### config.mk
export PLATFORM = sky130hd
export DESIGN_NAME = axis_tx_hdr_insert
export DESIGN_NICKNAME = d
export VERILOG_FILES = /design/src/rtl/axis_tx_hdr_insert.sv
export SDC_FILE = /design/constraint.sdc
export NUM_CORES = 1
export LEC_CHECK = 0
export CAP_MARGIN = 20
export CORE_MARGIN = 5
export CORE_UTILIZATION = 49
export DETAILED_ROUTE_END_ITERATION = 16
export MAX_ROUTING_LAYER = met4
export PLACE_DENSITY = 0.86
export SLEW_MARGIN = 20
export SYNTH_ARGS = -nofsm -noshare
export SYNTH_HDL_FRONTEND = slang
export SYNTH_SLANG_ARGS = --single-unit
### constraint.sdc
create_clock -name clk -period 14.59 [get_ports clk]
set_clock_uncertainty 0.15 [all_clocks]
set_input_delay 1.459 -clock clk [delete_from_list [all_inputs] [get_ports clk]]
set_output_delay 1.459 -clock clk [all_outputs]
set_load 0.005 [all_outputs]
### src/rtl/axis_tx_hdr_insert.sv
// axis_tx_hdr_insert
// Prepends one header beat (magic, sequence number, declared length) to each
// AXIS payload frame, then passes the payload through with zero latency.
// Counts payload bytes and flags frames whose byte count differs from the
// declared size.
//
// Handshake semantics (both ports): a beat transfers on a rising clk edge
// where tvalid and tready are both 1; once tvalid is raised, tdata/tkeep/tlast
// stay stable and tvalid stays high until that transfer. tvalid never depends
// on tready; in PAYLOAD s_axis_tready follows m_axis_tready combinationally.

module axis_tx_hdr_insert #(
   parameter int          AXIS_DATA_WIDTH = 64,
   parameter int          LEN_WIDTH       = 16,
   parameter logic [15:0] HDR_MAGIC       = 16'hA55A
) (
   input  logic                         clk,
   input  logic                         rstn,
   input  logic [LEN_WIDTH-1:0]         s_size,
   input  logic [AXIS_DATA_WIDTH-1:0]   s_axis_tdata,
   input  logic [AXIS_DATA_WIDTH/8-1:0] s_axis_tkeep,
   input  logic                         s_axis_tvalid,
   input  logic                         s_axis_tlast,
   output logic                         s_axis_tready,
   output logic [AXIS_DATA_WIDTH-1:0]   m_axis_tdata,
   output logic [AXIS_DATA_WIDTH/8-1:0] m_axis_tkeep,
   output logic                         m_axis_tvalid,
   output logic                         m_axis_tlast,
   input  logic                         m_axis_tready,
   output logic [15:0]                  frame_seq,
   output logic                         len_err,
   output logic [15:0]                  err_cnt,
   output logic [1:0]                   fsm_state
);

   localparam int KEEP_W = AXIS_DATA_WIDTH / 8;
   localparam int POP_W  = $clog2(KEEP_W + 1);
   localparam int CNT_W  = LEN_WIDTH + 1;
   localparam int SUM_W  = ((CNT_W > POP_W) ? CNT_W : POP_W) + 1;
   localparam logic [SUM_W-1:0] CNT_MAX = {{(SUM_W-CNT_W){1'b0}}, {CNT_W{1'b1}}};

   typedef enum logic [1:0] {
      ST_IDLE    = 2'd0,
      ST_HDR     = 2'd1,
      ST_PAYLOAD = 2'd2
   } state_t;

   state_t                       state;
   logic [LEN_WIDTH-1:0]         size_q;
   logic [CNT_W-1:0]             byte_cnt;
   logic [15:0]                  seq_q;
   logic [AXIS_DATA_WIDTH-1:0]   hdr_data_q;
   logic [KEEP_W-1:0]            hdr_keep_q;
   logic                         hdr_valid_q;

   logic                         in_payload;
   logic                         payload_hs;
   logic [POP_W-1:0]             beat_bytes;
   logic [SUM_W-1:0]             cnt_sum;
   logic [CNT_W-1:0]             cnt_next;
   logic                         size_mismatch;
   logic [AXIS_DATA_WIDTH-1:0]   hdr_word;

   function automatic logic [POP_W-1:0] popcount(input logic [KEEP_W-1:0] v);
      logic [POP_W-1:0] n;
      n = '0;
      for (int i = 0; i < KEEP_W; i++) begin
         n = n + {{(POP_W-1){1'b0}}, v[i]};
      end
      return n;
   endfunction

   assign in_payload = (state == ST_PAYLOAD);
   assign payload_hs = in_payload & s_axis_tvalid & m_axis_tready;
   assign frame_seq  = seq_q;
   assign fsm_state  = state;

   // Payload is a straight combinational pass-through; otherwise the header registers drive the port.
   always_comb begin
      m_axis_tdata  = hdr_data_q;
      m_axis_tkeep  = hdr_keep_q;
      m_axis_tvalid = hdr_valid_q;
      m_axis_tlast  = 1'b0;
      s_axis_tready = 1'b0;
      if (in_payload) begin
         m_axis_tdata  = s_axis_tdata;
         m_axis_tkeep  = s_axis_tkeep;
         m_axis_tvalid = s_axis_tvalid;
         m_axis_tlast  = s_axis_tlast;
         s_axis_tready = m_axis_tready;
      end
   end

   // Running byte total including the current beat, saturating instead of wrapping.
   always_comb begin
      beat_bytes    = popcount(s_axis_tkeep);
      cnt_sum       = {{(SUM_W-CNT_W){1'b0}}, byte_cnt} + {{(SUM_W-POP_W){1'b0}}, beat_bytes};
      cnt_next      = (cnt_sum > CNT_MAX) ? {CNT_W{1'b1}} : cnt_sum[CNT_W-1:0];
      size_mismatch = (cnt_next != {1'b0, size_q});
   end

   // Header word assembled from the live size and sequence at frame detect.
   always_comb begin
      hdr_word        = '0;
      hdr_word[63:0]  = {16'h0000, HDR_MAGIC, seq_q, 16'(s_size)};
   end

   // Frame FSM: detect, emit header, forward payload, then check length and advance sequence.
   always_ff @(posedge clk or negedge rstn) begin
      if (!rstn) begin
         state       <= ST_IDLE;
         size_q      <= '0;
         byte_cnt    <= '0;
         seq_q       <= '0;
         hdr_data_q  <= '0;
         hdr_keep_q  <= '0;
         hdr_valid_q <= 1'b0;
         len_err     <= 1'b0;
         err_cnt     <= '0;
      end else begin
         len_err <= 1'b0;
         unique case (state)
            ST_IDLE: begin
               if (s_axis_tvalid) begin
                  size_q      <= s_size;
                  hdr_data_q  <= hdr_word;
                  hdr_keep_q  <= '1;
                  hdr_valid_q <= 1'b1;
                  state       <= ST_HDR;
               end
            end
            ST_HDR: begin
               if (m_axis_tready) begin
                  hdr_data_q  <= '0;
                  hdr_keep_q  <= '0;
                  hdr_valid_q <= 1'b0;
                  byte_cnt    <= '0;
                  state       <= ST_PAYLOAD;
               end
            end
            ST_PAYLOAD: begin
               if (payload_hs) begin
                  byte_cnt <= cnt_next;
                  if (s_axis_tlast) begin
                     if (size_mismatch) begin
                        len_err <= 1'b1;
                        if (err_cnt != 16'hFFFF) begin
                           err_cnt <= err_cnt + 16'd1;
                        end
                     end
                     seq_q <= seq_q + 16'd1;
                     state <= ST_IDLE;
                  end
               end
            end
            default: state <= ST_IDLE;
         endcase
      end
   end

endmodule

Figure 1. Floorplan with the power grid (run 1).
Scale bar: 20 um. Pins as bars on the die edge.
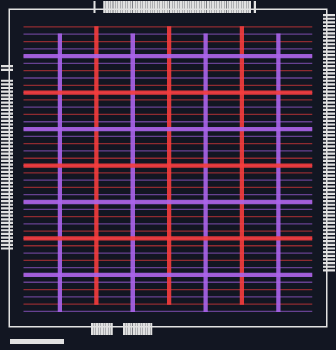
legend:
  red:
    net: VDD
  purple:
    net: VSS
met4 straps: 7
met1 rails: 40
rows: 39
met5 straps: 7

Figure 2. Placement by cell class (run 1).
Fill, decap, tap and diode cells in grey.
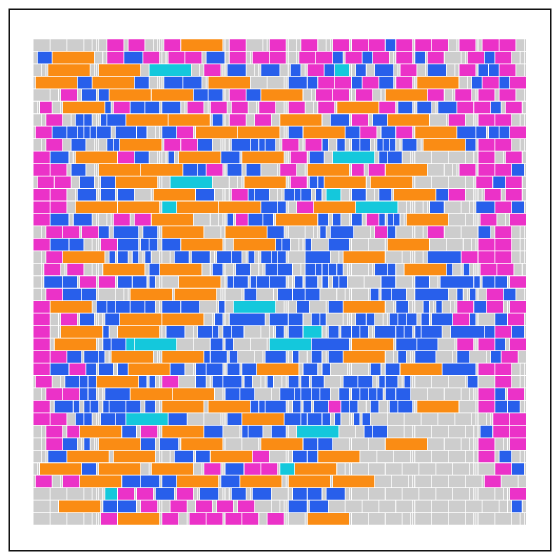
legend:
  orange:
    class: flops
    cells: 101
    share_of_their_area: 32%
  cyan:
    class: clock drivers and dummy loads
    cells: 16
    share_of_their_area: 3.6%
  magenta:
    class: other buffers and delay cells
    cells: 208
    share_of_their_area: 26%
  blue:
    class: all other logic
    cells: 404
    share_of_their_area: 38%

Figure 3. Clock distribution (run 1).
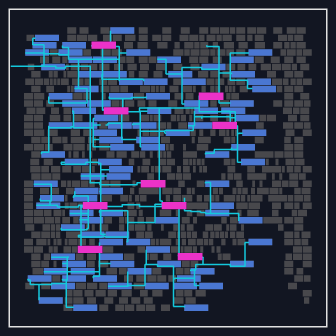
legend:
  blue:
    item: flip-flops
    count: 101
  cyan:
    item: clock wires
    length: 1230 um
  magenta:
    item: cells driving clock nets
    count: 9
routed clock nets: 10

==> run summary, run 1 <==
DRT iter0 DRCs: 255
Worst-path fanout max: 16
Gate Count Post-Synth: 537
Final ANT Viol Nets: 0
Resized Gates After CTS: 0
RSZ-0062 raised after global routing: no
Setup TNS: 0 ps
Post-Syn Nets: 643
Total power: 1.259 mW
Crit path DRT: 14670 ps
Lkg Pwr: 3.530 nW
Gpl congestion: 0.9431
Synth Flop Type: dfrtp_1
Post-synth top area cell: dfrtp_1
Layout Utilization: 0.7095
Mapped Area: 0.005698 sq mm
CTS tree: built
Synth top cell by count: dfrtp_1
Unique masters post-synth: 61
H-Tree Depth: 3
Worst-Skew Late Latency: 350 ps
Power Dens Cells: 155.4 mW/mm^2
F_max: 134.4 MHz
Hold Vio Cnt, Final: 0
Flip-flops with a built-in enable: 0
ANT cells: 0
Clk buf depth: 2
DRC violations left: 0
Num CTS Buffers: 9
Sequential area share after synthesis: 0.4436
Yosys stat area: 0.005698 sq mm
CTS Root Cell: clkbuf_16
Initial antenna violation count: 0
Initial Util: 0.4990
Final worst slack: 7147 ps
Synthesized flop and latch total: 101
First-pass GRT wire length: 27450 um
# setup viols final: 0
Post-CTS setup buffer count: 0
Worst VDD drop: 0.1078 mV
Clock-pin slew on the worst setup and hold paths: 70 ps
Combinational Area: 0.002987 sq mm
Chip width: 117.8 um
Share of layout cells above drive strength 1: 0.1166
CTS Hold Bufs: 0
I/O Pins: 203
FFs w/ async S/R, synth: 1.000
Largest net degree at the start of global routing: 79
Post-layout period usage: 0.5101
Die height: 117.8 um
Vias in the first global route: 5125
FILL cells: 837
PortBufs: 202
Status: completed
Seq. cell area: 0.002527 sq mm
Core Area: 0.01142 sq mm
Synth cell count leaders: 101 x dfrtp_1, 47 x mux2_2, 31 x a22o_1, 31 x nand2_1, 30 x and2_1
Die ar.: 0.01389 sq mm
Post-synth area hogs: dfrtp_1 44%, mux2_2 9.3%, a22o_1 4.8%, xnor2_1 4.2%, xor2_1 3.4%
Avg Inst Size Synth: 10.61 sq um
Crit path capture type: flip-flop
Slew @ Worst Pin: 968.6 ps
Routed len/inst: 19.12 um
run 1: placed cells by master, fill, tap and decap left out, types with 15 or more instances in the layout:
master / netlist / layout
nor2_1: 22 / 21
a21oi_1: 17 / 17
xnor2_1: 27 / 27
inv_1: 15 / 15
clkdlybuf4s50_1: 0 / 201
dfrtp_1: 101 / 101
and2_1: 30 / 30
nand2_1: 31 / 31
a22o_1: 31 / 31
xor2_1: 22 / 22
nand3_1: 19 / 19
a21o_1: 19 / 19
mux2_2: 47 / 47
run 1: worst max-delay path, cell delays in order:
cell and delay [ps]:
clkdlybuf4s50_1 460, fa_1 550, inv_1 50, fa_1 450
fa_1 490, inv_1 50, fa_1 430, a211o_1 300
a21oi_1 750, or3_1 390, a21o_1 160, o2111ai_1 110
or4_4 540, nor4_4 840, nor3_2 160, mux2_4 330
run 1: registers in the layout, indices dropped and copies added (netlist names):
name        flops
frame_seq      16
size_q         16
fsm_state       2
byte_cnt       17
err_cnt        16
hdr_data_q     32
hdr_keep_q      1
len_err         1
run 1: cells by family after synthesis:
kind of cell,after synthesis,share of synthesized area
simple gates,161,0.1568
compound gates,110,0.1427
flops,101,0.4436
mux,54,0.1072
xor+xnor,50,0.07927
buf+inv,48,0.03535
fa+ha+maj,13,0.03514
run 1: per-layer routing:
metal | up-vias | part of all wire | track usage
met5 | - | 0 | -
met2 | 204 | 0.49 | 0.4049
li1 | 2302 | - | -
met4 | 0 | 0.011 | 0.05878
met1 | 2448 | 0.43 | 0.3174
met3 | 14 | 0.067 | 0.05766
run 1: where the power goes:
part / internal (mW) / switching (mW)
Combinational: 0.368 / 0.257
Sequential: 0.344 / 0.0597
Clock: 0.118 / 0.112
Total: 0.830 / 0.429
run 1: path summary, 6_finish.rpt:
check | startpoint | endpoint | cells past startpoint | slack [ps]
max | s_axis_tkeep[0] | err_cnt[1] | 16 | 7150
min | hdr_keep_q[6] | hdr_keep_q[6] | 1 | 340
max reg2reg | byte_cnt[0] | err_cnt[1] | 14 | 8880
min reg2reg | hdr_keep_q[6] | hdr_keep_q[6] | 1 | 340
max in group asynchronous | rstn | size_q[3] | 2 | 12210
min in group asynchronous | rstn | frame_seq[4] | 1 | 950
run 1: stage by stage:
step,hold slack [ps],cell area (sq um)
2_1_floorplan,291.9,5698
3_3_place_gp,308.5,7815
3_5_place_dp,316.6,7815
4_1_cts,334.0,8099
5_1_grt,372.2,8102
6_report,337.2,8102
run 1: final cells by class:
type                       count  area share
clock buffer                   9     0.02780
inverter                      16    0.007413
tap                          143     0.02208
sequential                   101      0.3120
multi-input combinational    388      0.3686
timing repair buffer         208      0.2548
clock inverter                 7    0.007259
Figure 4. The clock network (run 1).
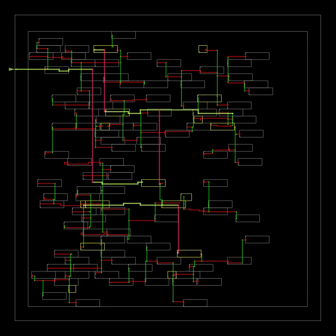

==> run 2: changes to the inputs <==
--- a/config.mk
+++ b/config.mk
@@ -7,10 +7,10 @@
 export LEC_CHECK = 0
 export CAP_MARGIN = 20
 export CORE_MARGIN = 5
-export CORE_UTILIZATION = 49
+export CORE_UTILIZATION = 46
 export DETAILED_ROUTE_END_ITERATION = 16
 export MAX_ROUTING_LAYER = met4
-export PLACE_DENSITY = 0.86
+export PLACE_DENSITY = 0.82
 export SLEW_MARGIN = 20
 export SYNTH_ARGS = -nofsm -noshare
 export SYNTH_HDL_FRONTEND = slang
==> constraint.sdc (replaced) <==
create_clock -name clk -period 7.05 [get_ports clk]
set_clock_uncertainty 0.15 [all_clocks]
set_input_delay 0.705 -clock clk [delete_from_list [all_inputs] [get_ports clk]]
set_output_delay 0.705 -clock clk [all_outputs]
set_load 0.005 [all_outputs]
Figure 5. The clock network (run 2).
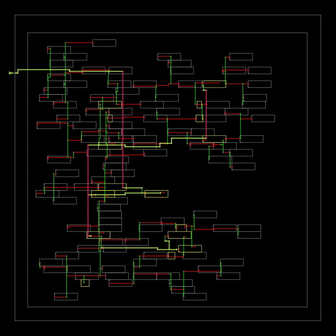
Num CTS Buffers: 9
TritonCTS Sinks: 101
clkbuf count: 9

==> run 2 against run 1 <==
- setup slack worse by 6600 ps
- via count decreased by 0.30%
- sequential share of layout area is 0.30 points lower
- combinational power is 110% higher
- global-route usage shrank 1.7 points
- flip-flop count unchanged
- highest routed layer unchanged
==> run summary, run 2 <==
Most numerous logic cells after layout: 201 x clkdlybuf4s50_1, 101 x dfrtp_1, 47 x mux2_2, 31 x nand2_1, 31 x a22o_1 (unchanged)
Mapped Area: 0.005698 sq mm (unchanged)
Largest regs: hdr_data_q (32), byte_cnt (17) (unchanged)
Synth cell count leaders: 101 x dfrtp_1, 47 x mux2_2, 31 x a22o_1, 31 x nand2_1, 30 x and2_1 (unchanged)
Total power: 2.623 mW (was 1.259 mW)
Avg Inst Size Synth: 10.61 sq um (unchanged)
Routed len/inst: 18.50 um (was 19.12 um)
First-pass GRT wire length: 26500 um (was 27450 um)
Crit path capture type: flip-flop (unchanged)
Comb pwr share: 0.491 (was 0.496)
Gate Count Post-Synth: 537 (unchanged)
Layout Utilization: 0.6781 (was 0.7095)
Seq pwr share: 0.318 (was 0.321)
Synth Flop Type: dfrtp_1 (unchanged)
FFs w/ async S/R, synth: 1.000 (unchanged)
Final ANT Viol Nets: 0 (unchanged)
Worst-Skew Late Latency: 350 ps (about the same)
Initial Util: 0.4724 (was 0.4990)
Max reg flops: 32 (unchanged)
Resized Gates After CTS: 0 (unchanged)
I/O Pins: 203 (unchanged)
Sequential area share after synthesis: 0.4436 (unchanged)
Post-Syn Nets: 643 (unchanged)
Share of layout cells above drive strength 1: 0.1214 (was 0.1166)
Synthesized flop and latch total: 101 (unchanged)
Synth top cell by count: dfrtp_1 (unchanged)
Top cell excl fill/tap: clkdlybuf4s50_1 (unchanged)
Largest net degree at the start of global routing: 78 (was 79)
Lkg Pwr: 3.556 nW (was 3.530 nW)
Post-layout period usage: 0.9177
Crit path DRT: 7100 ps (was 14670 ps)
Flip-flops with a built-in enable: 0 (unchanged)
Status: completed (unchanged)
PortBufs: 202 (unchanged)
Post-CTS setup buffer count: 0 (unchanged)
Area of placed instances: 0.007876 sq mm (was 0.007815 sq mm)
Initial antenna violation count: 0 (unchanged)
H-Tree Depth: 3 (unchanged)
==> run 2: cell types whose count changed in the layout (fill, tap and decap cells not counted) <==
| cell | previous run | this run |
|---|---|---|
| buf_4 | 7 | 11 |
| bufinv_16 | 0 | 1 |
| clkinv_2 | 1 | 2 |
| clkinv_4 | 3 | 1 |
| clkinvlp_4 | 1 | 2 |
| inv_6 | 1 | 0 |
==> run 2: final timing paths <==
path | start | to | slack, ps | depth (start not counted)
setup / recovery | s_axis_tkeep[0] | err_cnt[9] | 580 | 17
hold / removal | rstn | frame_seq[4] | 140 | 1
setup reg to reg | byte_cnt[0] | err_cnt[9] | 1550 | 15
hold reg to reg | hdr_keep_q[6] | hdr_keep_q[6] | 320 | 1
max in group asynchronous | rstn | byte_cnt[6] | 5390 | 2
min in group clk | hdr_keep_q[6] | hdr_keep_q[6] | 320 | 1
==> run 2: worst max-delay path, delay by kind of cell <==
kind / cells / cell delay (ps)
AOI/OAI and AO/OA: 4 / 1600
adders and majority gates: 4 / 1920
buffers and inverters: 4 / 790
xor gates and xnor gates: 1 / 190
and+or+nand+nor: 4 / 1290
==> run 2: cell families after synthesis <==
logic type / after synthesis / share of synthesized area
AND/OR/NAND/NOR: 161 / 0.1568
AND-OR/OR-AND: 110 / 0.1427
flip-flops: 101 / 0.4436
multiplexers: 54 / 0.1072
XOR/XNOR: 50 / 0.07927
buffers and inverters: 48 / 0.03535
adder cells (fa/ha/maj): 13 / 0.03514
==> run 2: per-layer routing <==
layer | part of all wire | GRT usage
met3 | 0.075 | 0.04429
met2 | 0.49 | 0.3820
met5 | 0 | -
met1 | 0.42 | 0.2940
met4 | 0.012 | 0.06162
==> run 2: cell type report <==
| cell class | count | area share |
|---|---|---|
| Multi-Input combinational cell | 388 | 0.3652 |
| Tap cell | 168 | 0.02570 |
| Inverter | 16 | 0.007343 |
| Timing Repair Buffer | 212 | 0.2561 |
| Sequential cell | 101 | 0.3090 |
| Clock buffer | 9 | 0.02754 |
| Clock inverter | 7 | 0.009179 |
==> run 2: power by group through the flow <==
stage	clock network, mW	registers (mW)	logic, mW
finish	0.500	0.836	1.29
global route	0.533	0.854	1.40
CTS	0.507	0.834	1.30
detailed placement	0	0.843	1.30
global placement	0	0.838	1.27
floorplan	0	0.802	0.696
Power is estimated from default activity; no workload was simulated.
